Figure 1. M2 wires (run 1).
Scale: 4 px per µm. Cells faint in the background.
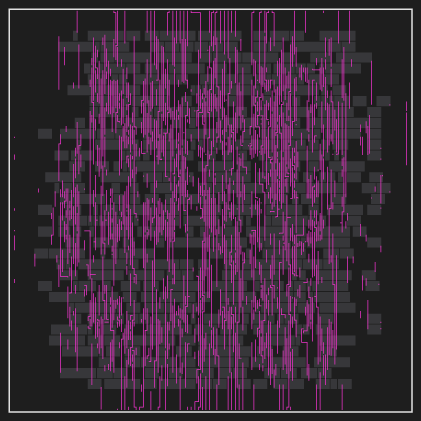
Figure 2. The clock network (run 1).
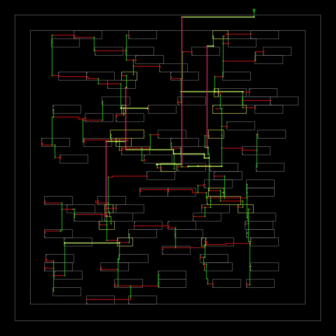
Figure 3. I/O pins on the die edge (run 1).
Scale: 3 px per µm. Pins as bars across the die edge, other pins in gray.
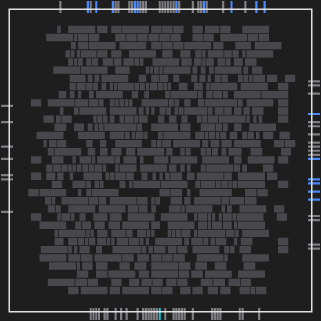
Figure 4. Clock wires, drivers and flops (run 1).
Scale: 6 px per µm.
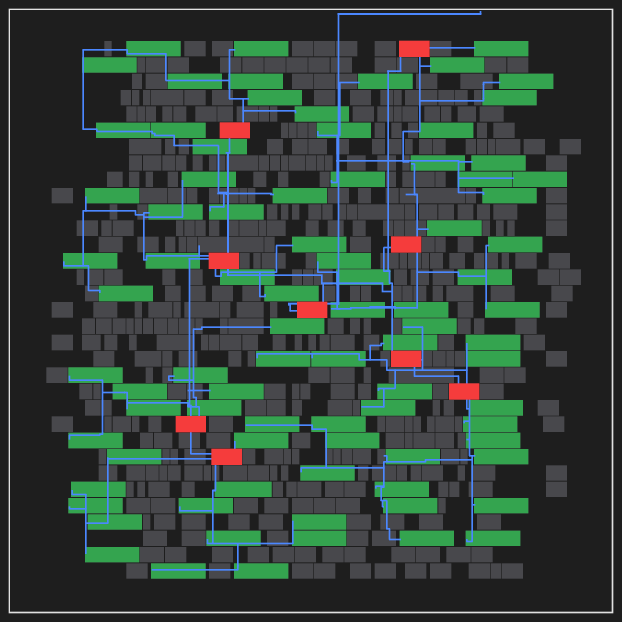
$ cat config.mk
export PLATFORM = sky130hd
export DESIGN_NAME = ifetch_stage
export DESIGN_NICKNAME = d
export VERILOG_FILES = /design/src/rtl/ifetch_stage.sv
export SDC_FILE = /design/constraint.sdc
export NUM_CORES = 1
export LEC_CHECK = 0
export ABC_CLOCK_PERIOD_IN_PS = 9500
export CAP_MARGIN = 20
export CORE_MARGIN = 5
export CORE_UTILIZATION = 56
export CTS_CLUSTER_SIZE = 8
export DETAILED_ROUTE_END_ITERATION = 10
export PLACE_DENSITY = 0.86
export RECOVER_POWER = 50
export SLEW_MARGIN = 20
export SYNTH_ARGS = -nofsm -noshare
export SYNTH_HDL_FRONTEND = slang
export SYNTH_SLANG_ARGS = --single-unit
export TNS_END_PERCENT = 10
$ cat constraint.sdc
create_clock -name clk -period 9.5 [get_ports clk]
set_input_delay 1.9 -clock clk [delete_from_list [all_inputs] [get_ports clk]]
set_output_delay 1.9 -clock clk [all_outputs]
set_load 0.005 [all_outputs]
$ cat src/rtl/ifetch_stage.sv
// ---------------------------------------------------------------------------
// ifetch_stage -- instruction fetch stage for a 16-bit pipelined core.
//
// Issues one instruction-memory read per fetch and registers the returned word
// into the IF/ID pipeline register together with PC+2. A one-entry skid buffer
// catches a response that lands while the decoder is stalled. The stage
// flushes on redirect and stops permanently on HALT.
//
// Configuration macro:
//   IFETCH_ALIGN_CHK_EN - when defined, an attempt to fetch from an odd PC is
//                         suppressed. The stage halts and raises a sticky err.
//                         When undefined, err is tied low and odd PCs are
//                         fetched as-is.
//
// Ports:
//   clk          in   sole clock, rising edge
//   rst          in   asynchronous, active-high reset
//   stall        in   hold IF/ID, issue no new fetch
//   redirect     in   taken branch/jump: flush IF/ID and refetch
//   redirect_pc  in   [15:0] target PC, valid with redirect
//   halt_id      in   decoder reports HALT for the word in IF/ID
//   imem_rd      out  one-cycle read request
//   imem_addr    out  [15:0] fetch address (current PC)
//   imem_ready   in   response strobe, at least one cycle after imem_rd
//   imem_data    in   [15:0] instruction word, valid with imem_ready
//   ifid_instr   out  [15:0] registered instruction for the decoder
//   ifid_pc_inc  out  [15:0] registered PC+2 of ifid_instr
//   ifid_valid   out  ifid_instr is a real fetched instruction
//   halted       out  fetch stopped by HALT (or by an alignment fault)
//   err          out  misaligned fetch detected (sticky)
// ---------------------------------------------------------------------------
module ifetch_stage (
    input  logic        clk,
    input  logic        rst,
    input  logic        stall,
    input  logic        redirect,
    input  logic [15:0] redirect_pc,
    input  logic        halt_id,
    output logic        imem_rd,
    output logic [15:0] imem_addr,
    input  logic        imem_ready,
    input  logic [15:0] imem_data,
    output logic [15:0] ifid_instr,
    output logic [15:0] ifid_pc_inc,
    output logic        ifid_valid,
    output logic        halted,
    output logic        err
);

    localparam logic [15:0] NOP_WORD = 16'h0800;

    typedef enum logic [1:0] {
        ST_FETCH  = 2'd0,
        ST_WAIT   = 2'd1,
        ST_HALTED = 2'd2
    } state_t;

    state_t      state_reg,       state_next;
    logic [15:0] pc_reg,          pc_next;
    logic [15:0] ifid_instr_reg,  ifid_instr_next;
    logic [15:0] ifid_pc_inc_reg, ifid_pc_inc_next;
    logic        ifid_valid_reg,  ifid_valid_next;
    logic        skid_valid_reg,  skid_valid_next;
    logic [15:0] skid_instr_reg,  skid_instr_next;
    logic [15:0] skid_pc_inc_reg, skid_pc_inc_next;
    // Set when a redirect lands while a request is outstanding. The next
    // imem_ready belongs to the abandoned request and must be thrown away.
    logic        drop_reg,        drop_next;

    logic [15:0] pc_inc;
    logic        halt_req;
    logic        can_issue;
    logic        align_fault;

    // PC+2 wraps silently at 16 bits.
    assign pc_inc = pc_reg + 16'd2;

    // HALT applies only to a real instruction. Redirect overrides it.
    assign halt_req = halt_id && ifid_valid_reg && !redirect;

    // A new fetch may go out only from FETCH with nothing parked in the skid
    // buffer. A same-cycle redirect or halt also blocks it, so the old PC is
    // never requested.
    assign can_issue = (state_reg == ST_FETCH) && !stall && !skid_valid_reg
                       && !redirect && !halt_req;

`ifdef IFETCH_ALIGN_CHK_EN
    logic err_reg;

    assign align_fault = can_issue && pc_reg[0];

    always_ff @(posedge clk or posedge rst) begin
        if (rst) begin
            err_reg <= 1'b0;
        end else begin
            err_reg <= err_reg | align_fault;
        end
    end

    assign err = err_reg;
`else
    assign align_fault = 1'b0;
    assign err         = 1'b0;
`endif

    // Gating with rst keeps the request low while reset is held, even though
    // the state register already reads FETCH.
    assign imem_rd     = can_issue && !align_fault && !rst;
    assign imem_addr   = pc_reg;
    assign ifid_instr  = ifid_instr_reg;
    assign ifid_pc_inc = ifid_pc_inc_reg;
    assign ifid_valid  = ifid_valid_reg;
    assign halted      = (state_reg == ST_HALTED);

    // ------------------------------------------------------------------
    // State register
    // ------------------------------------------------------------------
    always_ff @(posedge clk or posedge rst) begin
        if (rst) begin
            state_reg       <= ST_FETCH;
            pc_reg          <= 16'h0000;
            ifid_instr_reg  <= NOP_WORD;
            ifid_pc_inc_reg <= 16'h0000;
            ifid_valid_reg  <= 1'b0;
            skid_valid_reg  <= 1'b0;
            skid_instr_reg  <= 16'h0000;
            skid_pc_inc_reg <= 16'h0000;
            drop_reg        <= 1'b0;
        end else begin
            state_reg       <= state_next;
            pc_reg          <= pc_next;
            ifid_instr_reg  <= ifid_instr_next;
            ifid_pc_inc_reg <= ifid_pc_inc_next;
            ifid_valid_reg  <= ifid_valid_next;
            skid_valid_reg  <= skid_valid_next;
            skid_instr_reg  <= skid_instr_next;
            skid_pc_inc_reg <= skid_pc_inc_next;
            drop_reg        <= drop_next;
        end
    end

    // ------------------------------------------------------------------
    // Next-state logic
    // ------------------------------------------------------------------
    always_comb begin
        state_next       = state_reg;
        pc_next          = pc_reg;
        ifid_instr_next  = ifid_instr_reg;
        ifid_pc_inc_next = ifid_pc_inc_reg;
        ifid_valid_next  = ifid_valid_reg;
        skid_valid_next  = skid_valid_reg;
        skid_instr_next  = skid_instr_reg;
        skid_pc_inc_next = skid_pc_inc_reg;
        drop_next        = drop_reg;

        if (state_reg == ST_HALTED) begin
            // Terminal until reset. Every register holds.
            state_next = ST_HALTED;
        end else if (redirect) begin
            pc_next         = redirect_pc;
            ifid_instr_next = NOP_WORD;
            ifid_valid_next = 1'b0;
            skid_valid_next = 1'b0;
            if ((state_reg == ST_WAIT) && !imem_ready) begin
                // The old response is still in flight. Wait for it so it is
                // not mistaken for the response to the new target.
                state_next = ST_WAIT;
                drop_next  = 1'b1;
            end else begin
                state_next = ST_FETCH;
                drop_next  = 1'b0;
            end
        end else if (halt_req) begin
            // Any outstanding response is abandoned. IF/ID keeps the HALT word.
            state_next = ST_HALTED;
            drop_next  = 1'b0;
        end else if (state_reg == ST_WAIT) begin
            if (imem_ready) begin
                state_next = ST_FETCH;
                drop_next  = 1'b0;
                if (!drop_reg) begin
                    pc_next = pc_inc;
                    if (stall) begin
                        skid_valid_next  = 1'b1;
                        skid_instr_next  = imem_data;
                        skid_pc_inc_next = pc_inc;
                    end else begin
                        ifid_instr_next  = imem_data;
                        ifid_pc_inc_next = pc_inc;
                        ifid_valid_next  = 1'b1;
                    end
                end else if (!stall) begin
                    ifid_valid_next = 1'b0;
                end
            end else if (!stall) begin
                // The decoder consumed the current word. Present a bubble so
                // the word is not issued twice.
                ifid_valid_next = 1'b0;
            end
        end else begin
            // ST_FETCH
            if (stall) begin
                // IF/ID and the skid buffer hold exactly.
                state_next = ST_FETCH;
            end else if (skid_valid_reg) begin
                // Stall just released: drain the parked word this edge.
                // No fetch goes out in the same cycle.
                ifid_instr_next  = skid_instr_reg;
                ifid_pc_inc_next = skid_pc_inc_reg;
                ifid_valid_next  = 1'b1;
                skid_valid_next  = 1'b0;
            end else begin
                ifid_valid_next = 1'b0;
                if (align_fault) begin
                    state_next = ST_HALTED;
                end else if (can_issue) begin
                    state_next = ST_WAIT;
                end
            end
        end
    end

endmodule

==> flow_summary_export.csv, run 1 <==
group,metric,value,unit
outcome,outcome,"finished, violations left",
outcome,violations,"max-capacitance violations, max-slew violations",
finish,final_cells,632,
pwr,p_leak,2.526,nW
critical_path,reg2reg_to,"ifid_pc_inc[1]$_DFFE_PP0P_",
synth,ff_type,"dfrtp_1",
critical_path,cp_max_fo,52,
place,placedCellCount,616,
global_routing,grt_usage,0.2386,
floorplanning,tapCellCount,105,
critical_path,path_class,"in2out",
pwr,sequentialPowerShare,0.462,
synth,mux_share,0.1250,
clocking,numCtsBuffers,9,
detailed_routing,post_drt_wl_per_cell,18.63,µm
critical_path,required,7.60,ns
detailed_routing,first_pass_iters,5,
synth,syn_nets,495,
pwr,ir_drop,104.7,µV
clocking,postCtsResizedCells,0,
detailed_routing,drt-met1-wl,4.831,mm
global_routing,grt_pass1_wl,19.10,mm
finish,drive_gt1_frac,0.1328,
clocking,cts_hold_buffers,0,
final_timing,holdWs,0.4896,ns
critical_path,critPathArrivalTime,4.70,ns
global_routing,antenna_found_initial,0,
critical_path,path_cells,"clkbuf_1, a21oi_1, and3_1, clkdlybuf4s50_1",
finish,fin_area,5629,µm²
floorplanning,fp-row-count,33,
synth,topCellsByArea,"dfrtp_1, mux2_2, o21ai_0",
place,place_congestion,0.8220,
place,postPlaceCellArea,5395,µm²
critical_path,reg2reg_slack,6.43,ns
finish,clkCellAreaFrac,0.04134,
finish,area.combinational,2167,µm²
pwr,p_int,0.6674,mW
finish,flops,85,
floorplanning,floorplan.initialDensity,0.5642,
final_timing,period_minus_slack,6.596,ns
global_routing,grt_busiest_layer,"met2",
global_routing,grt_pass1_vias,3892,
final_timing,setup_viol,0,
final_timing,setup_tns,0,ns
critical_path,endpoint,"imem_rd",
synth,synth.distinct_cells,60,
critical_path,worst_setup_path_end_kind,"primary output",
pwr,power_density,170.9,nW/µm²
critical_path,start_kind,"input port",
finish,lay_top_count,"dfrtp_1",
place,hpwlAfterDp,7.909,mm
synth,synth_seq_share,0.4662,
detailed_routing,viasPerCell,6.191,
clocking,post_cts_buffers,0,
place,pre_cts_slack,3.829,ns
synth,logic_family,"simple AND/OR/NAND/NOR gates",
synth,xor_share,0.01535,
synth,ys_sh_adder,0.002740,
worst_hold_path,hold_class,"reg2reg",
synth,top_area_cell,"dfrtp_1",
synth,synth_chip_area,4566,µm²
synth,ys_sh_aoi,0.1633,
synth,yosysMostFrequentCell,"dfrtp_1",
synth,ys_ff,85,
final_timing,slew_violations,108,
finish,antennaDiodeCount,0,
critical_path,reg2reg_depth,4,
global_routing,grt_max_degree,55,
detailed_routing,ant_nets,0,
critical_path,path_buffers,2,
pwr,powerSeq,0.445,mW
final_timing,finClkSkew,0.008268,ns
final_timing,slew_headroom,-0.9210,
clocking,ctsHtreeMaxLevel,3,
final_timing,tightest_slew,2.881,ns
finish,n_all_inverters,22,
clocking,clockBufferDepth,2,
finish,buf_share,0.1574,
clocking,clk_pin_slew,0.08,ns
synth,edf_count,0,
clocking,clock-root-buffer,"clkbuf_8",
run,cap_violations,2,
finish,final_core_util,0.6956,
pwr,total_power,0.9618,mW
detailed_routing,drt-initial-drc-count,252,
synth,avgSynthCellArea,10.01,µm²
-- Figure 1 (at the start) --
longest straight run: 27.5 µm
nets with wire on the layer: 486
share of all routed wire: 50%
wire length on this layer: 5860 µm
main direction: vertical
vias: 3913
Routed WL: 11.78 mm
met2 Use GR: 0.3894

-- Figure 2 (at the start) --
Clock buffer cells: 12
Late-Pin Clk Latency: 0.36 ns
clk sinks: 85

-- Figure 3 (at the start) --
| port | color | pins | direction | edge |
|---|---|---|---|---|
| `halted` | cyan | 1 | output | south |
| `ifid_pc_inc` | blue | 16 | output | 10 north, 6 east |
all pins by edge: 32 north, 31 south, 20 east, 7 west
die height: 100.3 µm
PortBufs: 88

-- Figure 4 (at the start) --
[clock wires] blue | length: 1060 µm
[clock-net drivers] red | count: 9
[flip-flops] green | count: 85
flops lie: all over the die
routed clock nets: 10
Clock Power Share: 0.319
clk pwr: 0.307 mW

Figure 5. Placed cells, one color a class (run 1).
Scale: 4 px per µm. Fill, decap, tap and diode cells in gray.
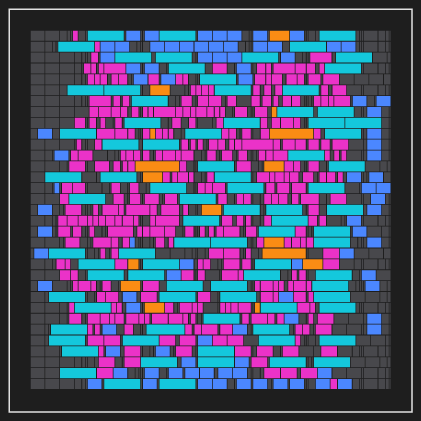

==> run 1 -> run 2 <==
--- a/config.mk
+++ b/config.mk
@@ -5,13 +5,13 @@
 export SDC_FILE = /design/constraint.sdc
 export NUM_CORES = 1
 export LEC_CHECK = 0
-export ABC_CLOCK_PERIOD_IN_PS = 9500
+export ABC_CLOCK_PERIOD_IN_PS = 6440
 export CAP_MARGIN = 20
 export CORE_MARGIN = 5
-export CORE_UTILIZATION = 56
+export CORE_UTILIZATION = 52
 export CTS_CLUSTER_SIZE = 8
 export DETAILED_ROUTE_END_ITERATION = 10
-export PLACE_DENSITY = 0.86
+export PLACE_DENSITY = 0.8
 export RECOVER_POWER = 50
 export SLEW_MARGIN = 20
 export SYNTH_ARGS = -nofsm -noshare
==> constraint.sdc (replaced) <==
create_clock -name clk -period 6.44 [get_ports clk]
set_input_delay 1.288 -clock clk [delete_from_list [all_inputs] [get_ports clk]]
set_output_delay 1.288 -clock clk [all_outputs]
set_load 0.005 [all_outputs]
Figure 6. Placed cells, one color a class (run 2).
Scale: 4 px per µm. Fill, decap, tap and diode cells in gray.
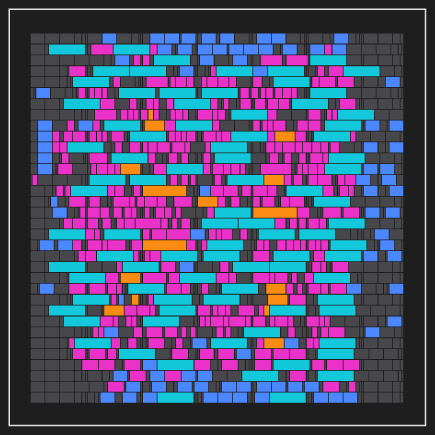
| class | color | cells | share of their area |
|---|---|---|---|
| remaining logic cells | magenta | 336 | 41% |
| remaining buffers and delay cells | blue | 90 | 16% |
| clock drivers and dummy loads | orange | 16 | 4.4% |
| registers | cyan | 85 | 39% |
Site Rows: 34
fin util: 0.6533
core area: 8636 µm²

==> run 2 against run 1 <==
  * The flow still finishes with violations (max-capacitance violations, max-slew violations)
  * Hold slack worse by 0.0078 ns
  * Die size increased by 6.9%
  * Routed wire length down 3.2%
  * Combinational power increased by 45%
  * Critical path depth shrank 1
  * Via count decreased by 3.3%
  * Area after synthesis stayed put
  * Sequential power rose by 47%
  * Worst setup slack worse by 1.1 ns
  * Power grew 47%
  * Sequential share of layout area is 0.084 points lower
  * Clock-buffer cell count unchanged
  * Highest routed layer unchanged
==> flow_summary_export.csv, run 2 <==
group,metric,value,unit
critical_path,path_class,"in2async",
finish,flops,85,
global_routing,grt_pass1_vias,3803,
finish,signal_buffers,90,
detailed_routing,drt-initial-drc-count,182,
synth,avgSynthCellArea,10.01,µm²
final_timing,finClkSkew,0.007197,ns
clocking,clock-root-buffer,"clkbuf_8",
place,port_buffers,88,
synth,synth_chip_area,4566,µm²
global_routing,antenna_found_initial,0,
outcome,outcome,"finished, violations left",
detailed_routing,vias,3784,
finish,area.combinational,2167,µm²
final_timing,setup_tns,0,ns
synth,yosysMostFrequentCell,"dfrtp_1",
final_timing,setup_viol,0,
place,placedCellCount,619,
synth,logic_family,"simple AND/OR/NAND/NOR gates",
final_timing,tightest_slew,2.961,ns
critical_path,worstReg2RegStart,"state_reg[1]$_DFFE_PP0P_",
clocking,clk_latency,0.36,ns
place,pre_cts_slack,2.078,ns
pwr,total_power,1.418,mW
critical_path,cp_max_fo,55,
pwr,clockPowerShare,0.322,
critical_path,endpoint,"skid_pc_inc_reg[12]$_DFFE_PP0P_",
final_timing,holdWs,0.4819,ns
finish,clock_buffers,12,
final_timing,slew_violations,56,
synth,syn_nets,495,
pwr,ir_drop,179.8,µV
finish,antennaDiodeCount,0,
global_routing,grt_usage,0.2094,
synth,mux_share,0.1250,
place,hpwlAfterDp,7.783,mm
finish,buf_share,0.1572,
clocking,post_cts_buffers,0,
synth,ys_sh_adder,0.002740,
critical_path,critPathArrivalTime,4.41,ns
detailed_routing,routed_wl,11.41,mm
final_timing,slew_headroom,-0.9741,
pwr,power_density,251.3,nW/µm²
critical_path,crit_cells,3,
clocking,clk_pin_slew,0.08,ns
global_routing,grt_pass1_wl,19.04,mm
critical_path,reg2reg_depth,4,
critical_path,worst_setup_path_end_kind,"async pin",
clocking,clock-sinks,85,
place,postPlaceCellArea,5399,µm²
detailed_routing,drt-met1-wl,4.922,mm
clocking,cts_hold_buffers,0,
synth,topCellsByArea,"dfrtp_1, mux2_2, o21ai_0",
final_timing,fin_crit_sh,0.7130,
synth,edf_count,0,
run,cap_violations,1,
detailed_routing,first_pass_iters,4,
worst_hold_path,hold_class,"reg2reg",
critical_path,path_buffers,3,
synth,ys_sh_aoi,0.1633,
critical_path,reg2reg_to,"ifid_pc_inc[10]$_DFFE_PP0P_",
synth,ys_ff,85,
finish,lay_top_count,"dfrtp_1",
finish,final_cells,635,
finish,n_all_inverters,22,
floorplanning,tapCellCount,108,
pwr,p_leak,2.541,nW
detailed_routing,viasPerCell,5.959,
pwr,p_int,0.9919,mW
final_timing,period_minus_slack,4.592,ns
pwr,powerSeq,0.656,mW
synth,synth.distinct_cells,60,
critical_path,reg2reg_slack,3.43,ns
clocking,numCtsBuffers,9,
synth,ff_type,"dfrtp_1",
global_routing,grt_max_degree,56,
synth,top_area_cell,"dfrtp_1",
floorplanning,die_y,103.7,µm
critical_path,required,6.26,ns
finish,clkCellAreaFrac,0.04258,
detailed_routing,post_drt_wl_per_cell,17.96,µm
clocking,ctsHtreeMaxLevel,3,
critical_path,path_cells,"dlygate4sd3_1, clkinv_2, clkbuf_1",
critical_path,crit_path_start,"rst",
critical_path,start_kind,"input port",
finish,fin_area,5642,µm²
global_routing,met2_usage,0.3361,
clocking,postCtsResizedCells,0,
outcome,violations,"max-capacitance violations, max-slew violations",
global_routing,grt_busiest_layer,"met2",
floorplanning,floorplan.initialDensity,0.5287,
pwr,clock_power,0.457,mW
Figure 7. M2 wires (run 2).
Scale: 4 px per µm. Cells faint in the background.
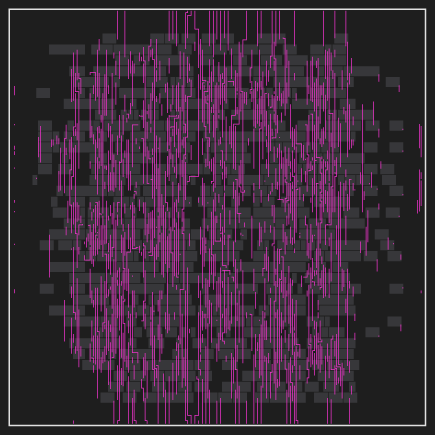

==> run 2 -> run 3 <==
--- a/config.mk
+++ b/config.mk
@@ -5,7 +5,7 @@
 export SDC_FILE = /design/constraint.sdc
 export NUM_CORES = 1
 export LEC_CHECK = 0
-export ABC_CLOCK_PERIOD_IN_PS = 6440
+export ABC_CLOCK_PERIOD_IN_PS = 4800
 export CAP_MARGIN = 20
 export CORE_MARGIN = 5
 export CORE_UTILIZATION = 52
==> constraint.sdc (replaced) <==
create_clock -name clk -period 4.8 [get_ports clk]
set_input_delay 0.96 -clock clk [delete_from_list [all_inputs] [get_ports clk]]
set_output_delay 0.96 -clock clk [all_outputs]
set_load 0.005 [all_outputs]
Figure 8. M2 wires (run 3).
Scale: 4 px per µm. Cells faint in the background.
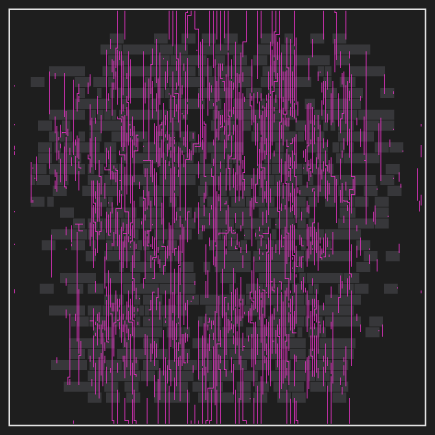
wire length on this layer: 5500 µm
main direction: vertical
share of all routed wire: 49%
longest straight run: 45.6 µm
Routed WL: 11.31 mm
vias: 3806
met2 Use GR: 0.3411

==> run 3 against run 2 <==
  * The flow still finishes with violations (max-capacitance violations, max-slew violations)
  * Clock power shrank 0.9%
  * Design area shrank 1.3%
  * Critical path depth grew 1
  * Sequential power grew 34%
  * Combinational power grew 36%
  * Core utilization shrank 0.84 points
  * Die size is the same
  * Cell count shrank 0.16%
  * Area after synthesis is the same
  * Critical path type is now in2out
  * Largest cell class unchanged
  * Largest power group unchanged
==> flow_summary_export.csv, run 3 <==
group,metric,value,unit
pwr,top_power_group,"sequential cells",
finish,clock_buffers,12,
final_timing,tightest_slew,1.731,ns
finish,final_nets,562,
synth,xor_share,0.01535,
synth,mux_share,0.1250,
synth,edf_count,0,
clocking,clk_latency,0.36,ns
critical_path,reg2reg_to,"ifid_pc_inc[4]$_DFFE_PP0P_",
floorplanning,die_y,103.7,µm
synth,synth_chip_area,4566,µm²
pwr,ir_drop,275.3,µV
pwr,p_comb,0.412,mW
pwr,clock_power,0.453,mW
pwr,total_power,1.745,mW
detailed_routing,first_pass_iters,5,
detailed_routing,highest_layer,"met4",
finish,nFillCells,695,
pwr,swShare,0.3200,
worst_hold_path,hold_class,"reg2reg",
finish,dominant_cells,"multi-input combinational cells",
clocking,cts_hold_buffers,0,
critical_path,critPathArrivalTime,3.01,ns
pwr,p_int,1.187,mW
final_timing,slew_violations,71,
place,postPlaceCellArea,5406,µm²
clocking,clock-sinks,85,
critical_path,worstReg2RegStart,"state_reg[1]$_DFFE_PP0P_",
critical_path,path_class,"in2out",
finish,flops,85,
critical_path,cp_max_fo,17,
critical_path,worst_setup_path_end_kind,"primary output",
final_timing,finClkSkew,0.006495,ns
final_timing,fin_crit_sh,0.8267,
synth,yosys_warnings,0,
place,port_buffers,88,
critical_path,path_cells,"dlygate4sd3_1, clkinvlp_2, and3_1, clkdlybuf4s50_1",
pwr,power_density,313.3,nW/µm²
finish,clkCellAreaFrac,0.02966,
finish,antennaDiodeCount,0,
finish,drive_gt1_frac,0.1369,
final_timing,setup_tns,0,ns
clocking,clockBufferDepth,2,
synth,synth-simple-area-share,0.1655,
pwr,sequentialPowerShare,0.505,
finish,logic_gates,314,
final_timing,slew_headroom,-0.1541,
finish,fin_area,5569,µm²
worst_hold_path,hold_depth,2,
final_timing,rsz0062_at_grt,"false",
finish,buf_share,0.1609,
critical_path,crit_path_start,"rst",
finish,area.combinational,2161,µm²
critical_path,reg2reg_slack,1.81,ns
synth,ys_sh_aoi,0.1633,
critical_path,start_kind,"input port",
finish,comb_area_frac,0.3880,
floorplanning,core-area,8636,µm²
final_timing,setup_viol,0,
outcome,outcome,"finished, violations left",
synth,avgSynthCellArea,10.01,µm²
clocking,post_cts_buffers,0,
place,placedCellCount,620,
global_routing,grt_pass1_wl,18.90,mm
finish,lay_top_count,"dfrtp_1",
synth,ys_ff,85,
floorplanning,fp-row-count,34,
synth,ff_type,"dfrtp_1",
pwr,power_switching,0.5584,mW
pwr,p_leak,2.515,nW
final_timing,holdWs,0.4852,ns
pwr,powerSeq,0.881,mW
detailed_routing,post_drt_wl_per_cell,17.85,µm
synth,ys_sh_adder,0.002740,
finish,n_all_inverters,22,
synth,synth_seq_share,0.4662,
synth,logic_family,"simple AND/OR/NAND/NOR gates",
floorplanning,io_pins,90,
detailed_routing,drt-met1-wl,4.907,mm
global_routing,grt-ovfl-total,0,
clocking,postCtsResizedCells,0,
detailed_routing,viasPerCell,6.003,
floorplanning,floorplan.initialDensity,0.5287,
synth,netlist_instances,456,
clocking,clock-root-buffer,"clkbuf_8",
synth,syn_nets,495,
finish,final_cells,634,
synth,yosys_cells,456,
clocking,ctsHtreeMaxLevel,3,
critical_path,path_buffers,3,
floorplanning,dieArea,10750,µm²
global_routing,grt_busiest_layer,"met2",
critical_path,crit_cells,4,
floorplanning,dieWidth,103.7,µm
global_routing,grt_max_degree,71,
synth,yosysMostFrequentCell,"dfrtp_1",
final_timing,finalHoldViolCount,0,
detailed_routing,wl_met2,5.500,mm
final_timing,max_clock_freq,252.0,MHz
detailed_routing,ant_nets,0,
critical_path,crit_path_max_incr_delay,0.63,ns
synth,synth.distinct_cells,60,
place,place_congestion,0.8578,
floorplanning,tapCellCount,108,
critical_path,reg2reg_depth,4,
synth,top_area_cell,"dfrtp_1",
synth,topCellsByArea,"dfrtp_1, mux2_2, o21ai_0",
detailed_routing,drt-initial-drc-count,216,
critical_path,cp_slowest_cell,"clkinvlp_2",
clocking,numCtsBuffers,9,
detailed_routing,drc,0,
outcome,violations,"max-capacitance violations, max-slew violations",
run,cap_violations,1,
critical_path,required,3.84,ns
finish,signal_buffers,91,
place,hpwlAfterDp,7.719,mm
global_routing,grt_pass1_vias,3742,
pwr,clockPowerShare,0.259,
finish,final_core_util,0.6449,
finish,syn_to_final_growth,21.98,%
clocking,clk_pin_slew,0.08,ns
place,pre_cts_slack,1.075,ns
global_routing,grt_usage,0.2110,
critical_path,endpoint,"imem_rd",
global_routing,antenna_found_initial,0,
synth,syn-cell-area,4566,µm²
final_timing,period_minus_slack,3.968,ns
No activity file was given, so power comes from the tool's default toggle rates.
